<file path="src/rtl/riscv_m_unit_xl.sv">
// RISC-V M-extension coprocessor on a PCPI-style port: XLEN 32/64 with RV64 W-ops,
// a MUL_STAGES-deep multiplier pipeline and a restoring divider retiring DIV_BITS bits per cycle.
module riscv_m_unit_xl #(
   parameter int XLEN       = 32,
   parameter int MUL_STAGES = 2,
   parameter int DIV_BITS   = 1
) (
   input  logic            clk,
   input  logic            resetn,
   input  logic            valid,
   input  logic [31:0]     instruction,
   input  logic [XLEN-1:0] rs1,
   input  logic [XLEN-1:0] rs2,
   output logic            wr,
   output logic [XLEN-1:0] rd,
   output logic            busy,
   output logic            ready,
   output logic [1:0]      o_dbg_state
);

   localparam logic [1:0] S_IDLE = 2'd0;
   localparam logic [1:0] S_MUL  = 2'd1;
   localparam logic [1:0] S_DIV  = 2'd2;
   localparam logic [1:0] S_DONE = 2'd3;
   localparam bit         HAS_W  = (XLEN == 64);
   localparam int         PW     = 2 * XLEN + 2;

   logic [1:0]      r_state;
   logic            r_block;
   logic [6:0]      r_cnt;
   logic [2:0]      r_f3;
   logic            r_w;
   logic            r_special;
   logic            r_qneg;
   logic            r_rneg;
   logic [XLEN-1:0] r_quo;
   logic [XLEN-1:0] r_rem;
   logic [XLEN-1:0] r_dvs;
   logic [XLEN-1:0] r_rd;
   logic [2*XLEN-1:0] r_mpipe [MUL_STAGES];

   logic [6:0]      w_opcode;
   logic [6:0]      w_f7;
   logic [2:0]      w_f3;
   logic            w_is_op;
   logic            w_is_w;
   logic            w_accept;
   logic            w_sgn_a;
   logic            w_sgn_b;
   logic [XLEN-1:0] w_ea;
   logic [XLEN-1:0] w_eb;
   logic signed [XLEN:0] w_ma;
   logic signed [XLEN:0] w_mb;
   logic signed [PW-1:0] w_prod;
   logic            w_neg_a;
   logic            w_neg_b;
   logic [XLEN-1:0] w_mag_a;
   logic [XLEN-1:0] w_mag_b;
   logic [XLEN-1:0] w_dvd;
   logic            w_div0;
   logic            w_ovf;
   logic [6:0]      w_iters;
   logic [XLEN:0]   w_sh;
   logic [XLEN-1:0] w_rem_n;
   logic [XLEN-1:0] w_quo_n;
   logic [XLEN-1:0] w_q_fix;
   logic [XLEN-1:0] w_r_fix;
   logic [XLEN-1:0] w_mul_raw;
   logic [XLEN-1:0] w_div_raw;
   logic [XLEN-1:0] w_res_raw;
   logic [XLEN-1:0] w_res;
   logic            w_unused_bits;

   assign w_opcode = instruction[6:0];
   assign w_f3     = instruction[14:12];
   assign w_f7     = instruction[31:25];
   assign w_is_op  = (w_opcode == 7'b0110011) && (w_f7 == 7'b0000001);
   assign w_is_w   = HAS_W && (w_opcode == 7'b0111011) && (w_f7 == 7'b0000001) &&
                     ((w_f3 == 3'b000) || w_f3[2]);
   // The block flag keeps a request still held through completion from being taken twice.
   assign w_accept = (r_state == S_IDLE) && valid && (w_is_op || w_is_w) && !r_block;

   assign w_sgn_a = (w_f3 == 3'b001) || (w_f3 == 3'b010) || (w_f3 == 3'b100) || (w_f3 == 3'b110);
   assign w_sgn_b = (w_f3 == 3'b001) || (w_f3 == 3'b100) || (w_f3 == 3'b110);

   always_comb begin
      w_ea = rs1;
      w_eb = rs2;
      if (w_is_w) begin
         w_ea = w_sgn_a ? XLEN'($signed(rs1[31:0])) : XLEN'(rs1[31:0]);
         w_eb = w_sgn_b ? XLEN'($signed(rs2[31:0])) : XLEN'(rs2[31:0]);
      end
   end

   assign w_ma   = {w_sgn_a & w_ea[XLEN-1], w_ea};
   assign w_mb   = {w_sgn_b & w_eb[XLEN-1], w_eb};
   assign w_prod = PW'(w_ma) * PW'(w_mb);

   assign w_neg_a = w_sgn_a & w_ea[XLEN-1];
   assign w_neg_b = w_sgn_b & w_eb[XLEN-1];
   assign w_mag_a = w_neg_a ? -w_ea : w_ea;
   assign w_mag_b = w_neg_b ? -w_eb : w_eb;
   // A 32-bit dividend is left-aligned so every width shifts out of the same MSB.
   assign w_dvd   = w_is_w ? (w_mag_a << (XLEN - 32)) : w_mag_a;
   assign w_iters = w_is_w ? 7'(32 / DIV_BITS) : 7'(XLEN / DIV_BITS);
   assign w_div0  = w_is_w ? (w_eb[31:0] == 32'd0) : (w_eb == '0);
   assign w_ovf   = w_sgn_b && (w_is_w ?
                    ((w_ea[31:0] == 32'h8000_0000) && (w_eb[31:0] == 32'hFFFF_FFFF)) :
                    ((w_ea == {1'b1, {(XLEN-1){1'b0}}}) && (&w_eb)));

   always_comb begin
      w_rem_n = r_rem;
      w_quo_n = r_quo;
      w_sh    = '0;
      for (int k = 0; k < DIV_BITS; k++) begin
         w_sh    = {w_rem_n, w_quo_n[XLEN-1]};
         w_quo_n = {w_quo_n[XLEN-2:0], 1'b0};
         if (w_sh >= {1'b0, r_dvs}) begin
            w_sh       = w_sh - {1'b0, r_dvs};
            w_quo_n[0] = 1'b1;
         end
         w_rem_n = w_sh[XLEN-1:0];
      end
   end

   assign w_q_fix   = r_qneg ? -r_quo : r_quo;
   assign w_r_fix   = r_rneg ? -r_rem : r_rem;
   assign w_mul_raw = (r_f3[1:0] == 2'b00) ? r_mpipe[MUL_STAGES-1][XLEN-1:0] :
                                             r_mpipe[MUL_STAGES-1][2*XLEN-1:XLEN];
   // Special-case results are preloaded already corrected, so they skip the sign fix.
   assign w_div_raw = r_special ? (r_f3[1] ? r_rem : r_quo) : (r_f3[1] ? w_r_fix : w_q_fix);
   assign w_res_raw = (r_state == S_MUL) ? w_mul_raw : w_div_raw;
   assign w_res     = r_w ? XLEN'($signed(w_res_raw[31:0])) : w_res_raw;

   assign w_unused_bits = ^{instruction[24:15], instruction[11:7], w_prod[PW-1:2*XLEN]};

   always_ff @(posedge clk) begin
      if (w_accept) begin
         r_mpipe[0] <= w_prod[2*XLEN-1:0];
      end
      for (int i = 1; i < MUL_STAGES; i++) begin
         r_mpipe[i] <= r_mpipe[i-1];
      end
   end

   always_ff @(posedge clk) begin
      if (resetn) begin
         r_state   <= S_IDLE;
         r_block   <= 1'b0;
         r_cnt     <= '0;
         r_f3      <= '0;
         r_w       <= 1'b0;
         r_special <= 1'b0;
         r_qneg    <= 1'b0;
         r_rneg    <= 1'b0;
         r_quo     <= '0;
         r_rem     <= '0;
         r_dvs     <= '0;
         r_rd      <= '0;
      end else begin
         r_block <= 1'b0;
         case (r_state)
            S_IDLE: begin
               if (w_accept) begin
                  r_f3 <= w_f3;
                  r_w  <= w_is_w;
                  if (w_f3[2]) begin
                     r_state   <= S_DIV;
                     r_cnt     <= w_iters;
                     r_special <= w_div0 | w_ovf;
                     r_qneg    <= w_neg_a ^ w_neg_b;
                     r_rneg    <= w_neg_a;
                     r_dvs     <= w_mag_b;
                     if (w_div0) begin
                        r_quo <= '1;
                        r_rem <= w_ea;
                     end else if (w_ovf) begin
                        r_quo <= w_ea;
                        r_rem <= '0;
                     end else begin
                        r_quo <= w_dvd;
                        r_rem <= '0;
                     end
                  end else begin
                     r_state <= S_MUL;
                     r_cnt   <= 7'(MUL_STAGES - 1);
                  end
               end
            end
            S_MUL: begin
               if (r_cnt == 7'd0) begin
                  r_rd    <= w_res;
                  r_state <= S_DONE;
               end else begin
                  r_cnt <= r_cnt - 7'd1;
               end
            end
            S_DIV: begin
               if (r_special || (r_cnt == 7'd0)) begin
                  r_rd    <= w_res;
                  r_state <= S_DONE;
               end else begin
                  r_quo <= w_quo_n;
                  r_rem <= w_rem_n;
                  r_cnt <= r_cnt - 7'd1;
               end
            end
            default: begin
               r_rd      <= '0;
               r_special <= 1'b0;
               r_cnt     <= '0;
               r_block   <= 1'b1;
               r_state   <= S_IDLE;
            end
         endcase
      end
   end

   assign busy        = (r_state != S_IDLE);
   assign ready       = (r_state == S_DONE);
   assign wr          = ready;
   assign rd          = r_rd;
   assign o_dbg_state = r_state;

endmodule

</file>
<file path="config.mk">
export PLATFORM = sky130hd
export DESIGN_NAME = riscv_m_unit_xl
export DESIGN_NICKNAME = d
export VERILOG_FILES = /design/src/rtl/riscv_m_unit_xl.sv
export SDC_FILE = /design/constraint.sdc
export NUM_CORES = 2
export LEC_CHECK = 0
export CAP_MARGIN = 20
export CORE_ASPECT_RATIO = 0.5
export CORE_UTILIZATION = 65
export DETAILED_ROUTE_END_ITERATION = 10
export GPL_TIMING_DRIVEN = 0
export PLACE_DENSITY_LB_ADDON = 0.15
export SYNTH_ARGS = -nofsm -noshare
export SYNTH_HDL_FRONTEND = slang
export SYNTH_SLANG_ARGS = --single-unit
</file>
<file path="constraint.sdc">
create_clock -name clk -period 13.8 [get_ports clk]
set_clock_uncertainty 0.15 [all_clocks]
set_input_delay 1.38 -clock clk [delete_from_list [all_inputs] [get_ports clk]]
set_output_delay 1.38 -clock clk [all_outputs]
set_load 0.02 [all_outputs]
</file>
### Wires at chosen ports, followed through buffers

Drawn at 1 px/um.
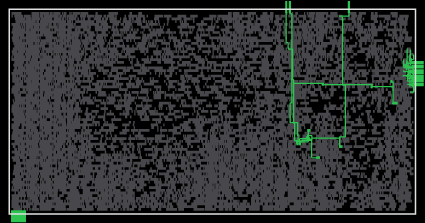
- green: instruction (bits 32; direction input; end cells 18; buffers 17; wire 974 um)
IO Count: 136
number of port buffers: 77

### Metal 2

Drawn at 1.5 px/um. Cells faint in the background.
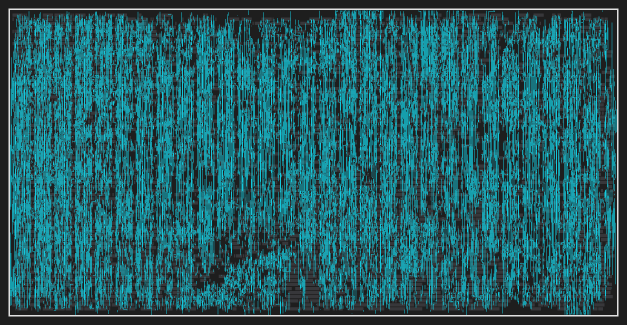
- longest straight run: 103 um
- nets with wire on the layer: 6613

==> impl_metrics.toml <==
# yosys + openroad results
[place]
dp.cells = 7143
gp_congestion = 1.09
dp_hpwl_um = 174000
place_ws_ps = 100

[setup_path]
arrival_ps = 13150
required_ps = 13910
cpPeakStageDelay_ps = 980
crit_path_top_delay_cell = "fa_1"
critPathKind = "primary input to flop"
startpoint_type = "primary input"
crit_path_end_kind = "flop"
cp_max_fo = 10
cpMostUsedCell = "fa_1"

[final_timing]
layout_min_cycle_time_ps = 13040
slew_headroom_pct = 7.52
maxSlewViolCount = 0
hold_viol = 0
rsz0062_at_grt = "false"
setup_slack_ps = 757
fmax_mhz = 76.7

[clock_network]
clk_path_buf_depth = 3
numCtsBuffers = 28
postCtsHoldBufs = 0
cts_tree = "built"
htree_levels = 1
cts.sinks = 271
clkLatencyLatePin_ps = 600
cts.repair.resized = 0

[cells_and_area]
nets = 7587
nonClkBufAreaFrac_pct = 5.01
inverters = 1223
clkbuf_count = 35
antenna-diode-count = 15
num-nonclk-buffers = 491
syn2layout_area_growth_pct = 7.12
drive_gt1_share_pct = 2.48
clk_share_pct = 1.71
biggestCellCategory = "multi-input combinational cells"
regArea_mm2 = 0.00607
combGateArea_mm2 = 0.0406

[logic_synthesis]
synth.largest_area_cell = "fa_1"
synth_area_mm2 = 0.0527
synth_cell_type_count = 90
avgSynthCellArea_um2 = 8.85
ys_cells = 5957
flop_cell = "dfxtp_1"
top_cells_by_area = "fa_1 43%, inv_1 8.7%, dfxtp_1 7.9%"
synth_flops = 271
synthArstFlopShare_pct = 0
netlist_instances = 5957
ys_chip_area_mm2 = 0.0527
fp_nets = 7437
edf_count = 64

[global_route]
antenna_found_initial = 25
grt-ovfl-total = 0
grt_pass1_vias = 46900
grtUsageTotal_pct = 52.5

[drt]
drc_errors = 0
vias_per_cell = 6.40
vias = 46300
drt_iter0_drc = 6710
ant_nets = 0
first_pass_iters = 6

[status]
status = "finished clean"

[floorplan]
initCoreUtil_pct = 66.0
die_h_um = 203
dieArea_mm2 = 0.0823

[job]
maxCapViolCount = 0

[min_path]
worst_hold_path_type = "flop to flop"
### Placed cells, one color a class

Drawn at 1 px/um. Fill, decap, tap and diode cells in gray.
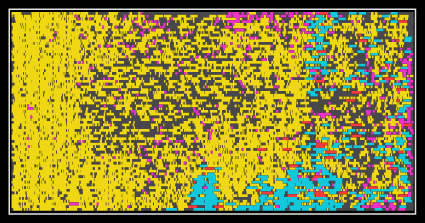
- red: clock drivers and dummy loads (cells 51; share of their area 1.8%)
- cyan: flops (cells 271; share of their area 11%)
- magenta: other buffers and delay cells (cells 491; share of their area 5.1%)
- yellow: combinational and other logic (cells 5315; share of their area 82%)
Final Instance Area: 0.0565 mm^2
final core occ: 70.7%
core area: 0.0798 mm^2
Rows: 73
Seq area share: 10.7%

[cell usage in the layout (no fill, tap or decap), types with 31 or more instances in the layout]
cell and instances:
and2_1 344, nand2b_1 31, xnor2_1 132, or3_1 41, clkdlybuf4s50_1 77, a211oi_1 56
clkbuf_1 271, nand2_1 952, buf_1 80, edfxtp_1 64, a221oi_1 31, nand3_1 60
fa_1 1126, nor2_1 223, a21o_1 37, a21oi_1 211, dfxtp_1 207, inv_1 1223
a31oi_1 34, nor3_1 44, o211ai_1 39, o21ai_0 104, xor2_1 84, ha_1 255
[Yosys cell counts (all sizes together), types with 6 or more instances]
cell and number:
inv 1223, fa 1126, nand2 953, and2 344, clkbuf 268, ha 255, nor2 224, a21oi 212
dfxtp 207, xnor2 132, o21ai 109, buf 103, xor2 84, edfxtp 64, nand3 61, a211oi 56
nor3 46, or3 42, o211ai 41, a21o 37, a31oi 34, a221oi 32, nand2b 31, nor4 27
and3 26, nand4 22, o31ai 20, nor2b 19, o21a 15, o21bai 12, a221o 11, a22oi 10
o41ai 10, or4 10, a32o 8, mux2i 7, a21boi 6
[kinds of logic (layout without fill, tap and decap cells)]
family	after synthesis	count (layout)	synth area share, %
flops	271	271	11.5
buf+inv	1594	1765	11.4
other cells	0	15	0
compound gates	658	658	8.16
mux	11	11	0.240
fa+ha+maj	1381	1381	48.8
simple gates	1826	1826	16.2
xor+xnor	216	216	3.59
[worst paths after layout]
| path | startpoint | to | slack [ps] | depth (start not counted) |
|---|---|---|---|---|
| worst max-delay path | instruction[13] | r_mpipe[0][63]$_DFFE_PP_ | 760 | 31 |
| worst min register to register | r_mpipe[0][27]$_DFFE_PP_ | r_mpipe[0][91]$_DFF_P_ | 160 | 0 |
| worst min-delay path | r_mpipe[0][27]$_DFFE_PP_ | r_mpipe[0][91]$_DFF_P_ | 160 | 0 |
| worst max register to register | r_quo[31]$_SDFFE_PP0P_ | r_rem[16]$_SDFFE_PP0P_ | 9490 | 12 |
[critical path: cells and delay by family]
kind | cells | cell delay, ps
buffers and inverters | 8 | 2510
xor gates and xnor gates | 2 | 910
AOI/OAI and AO/OA | 5 | 1280
adders and majority gates | 9 | 5320
and+or+nand+nor | 7 | 1740
[stage by stage]
stage / setup TNS (ps) / hold slack [ps] / cell area, um^2 / utilization, %
3_3_place_gp: -292 / 175 / 54800 / 68.7
2_1_floorplan: 0 / 173 / 52700 / -
3_5_place_dp: 0 / 177 / 55100 / 69.1
5_1_grt: 0 / 173 / 56400 / 70.7
4_1_cts: 0 / 158 / 56100 / 70.3
6_report: 0 / 165 / 56500 / 70.7
[state kept, by name, summed over array words and instances (netlist names), 2 cells and up]
register / flops
r_dvs: 32
r_quo: 32
r_cnt: 7
rd: 32
r_f3: 2
r_mpipe: 128
o_dbg_state: 2
r_rem: 32
[layer usage]
layer	wire length, um	track usage [%]	vias up
li1	-	-	18400
met1	74600	65.4	22800
met2	86000	72.7	3916
met3	34900	23.5	1102
met4	19100	37.2	20
met5	412	2.63	-
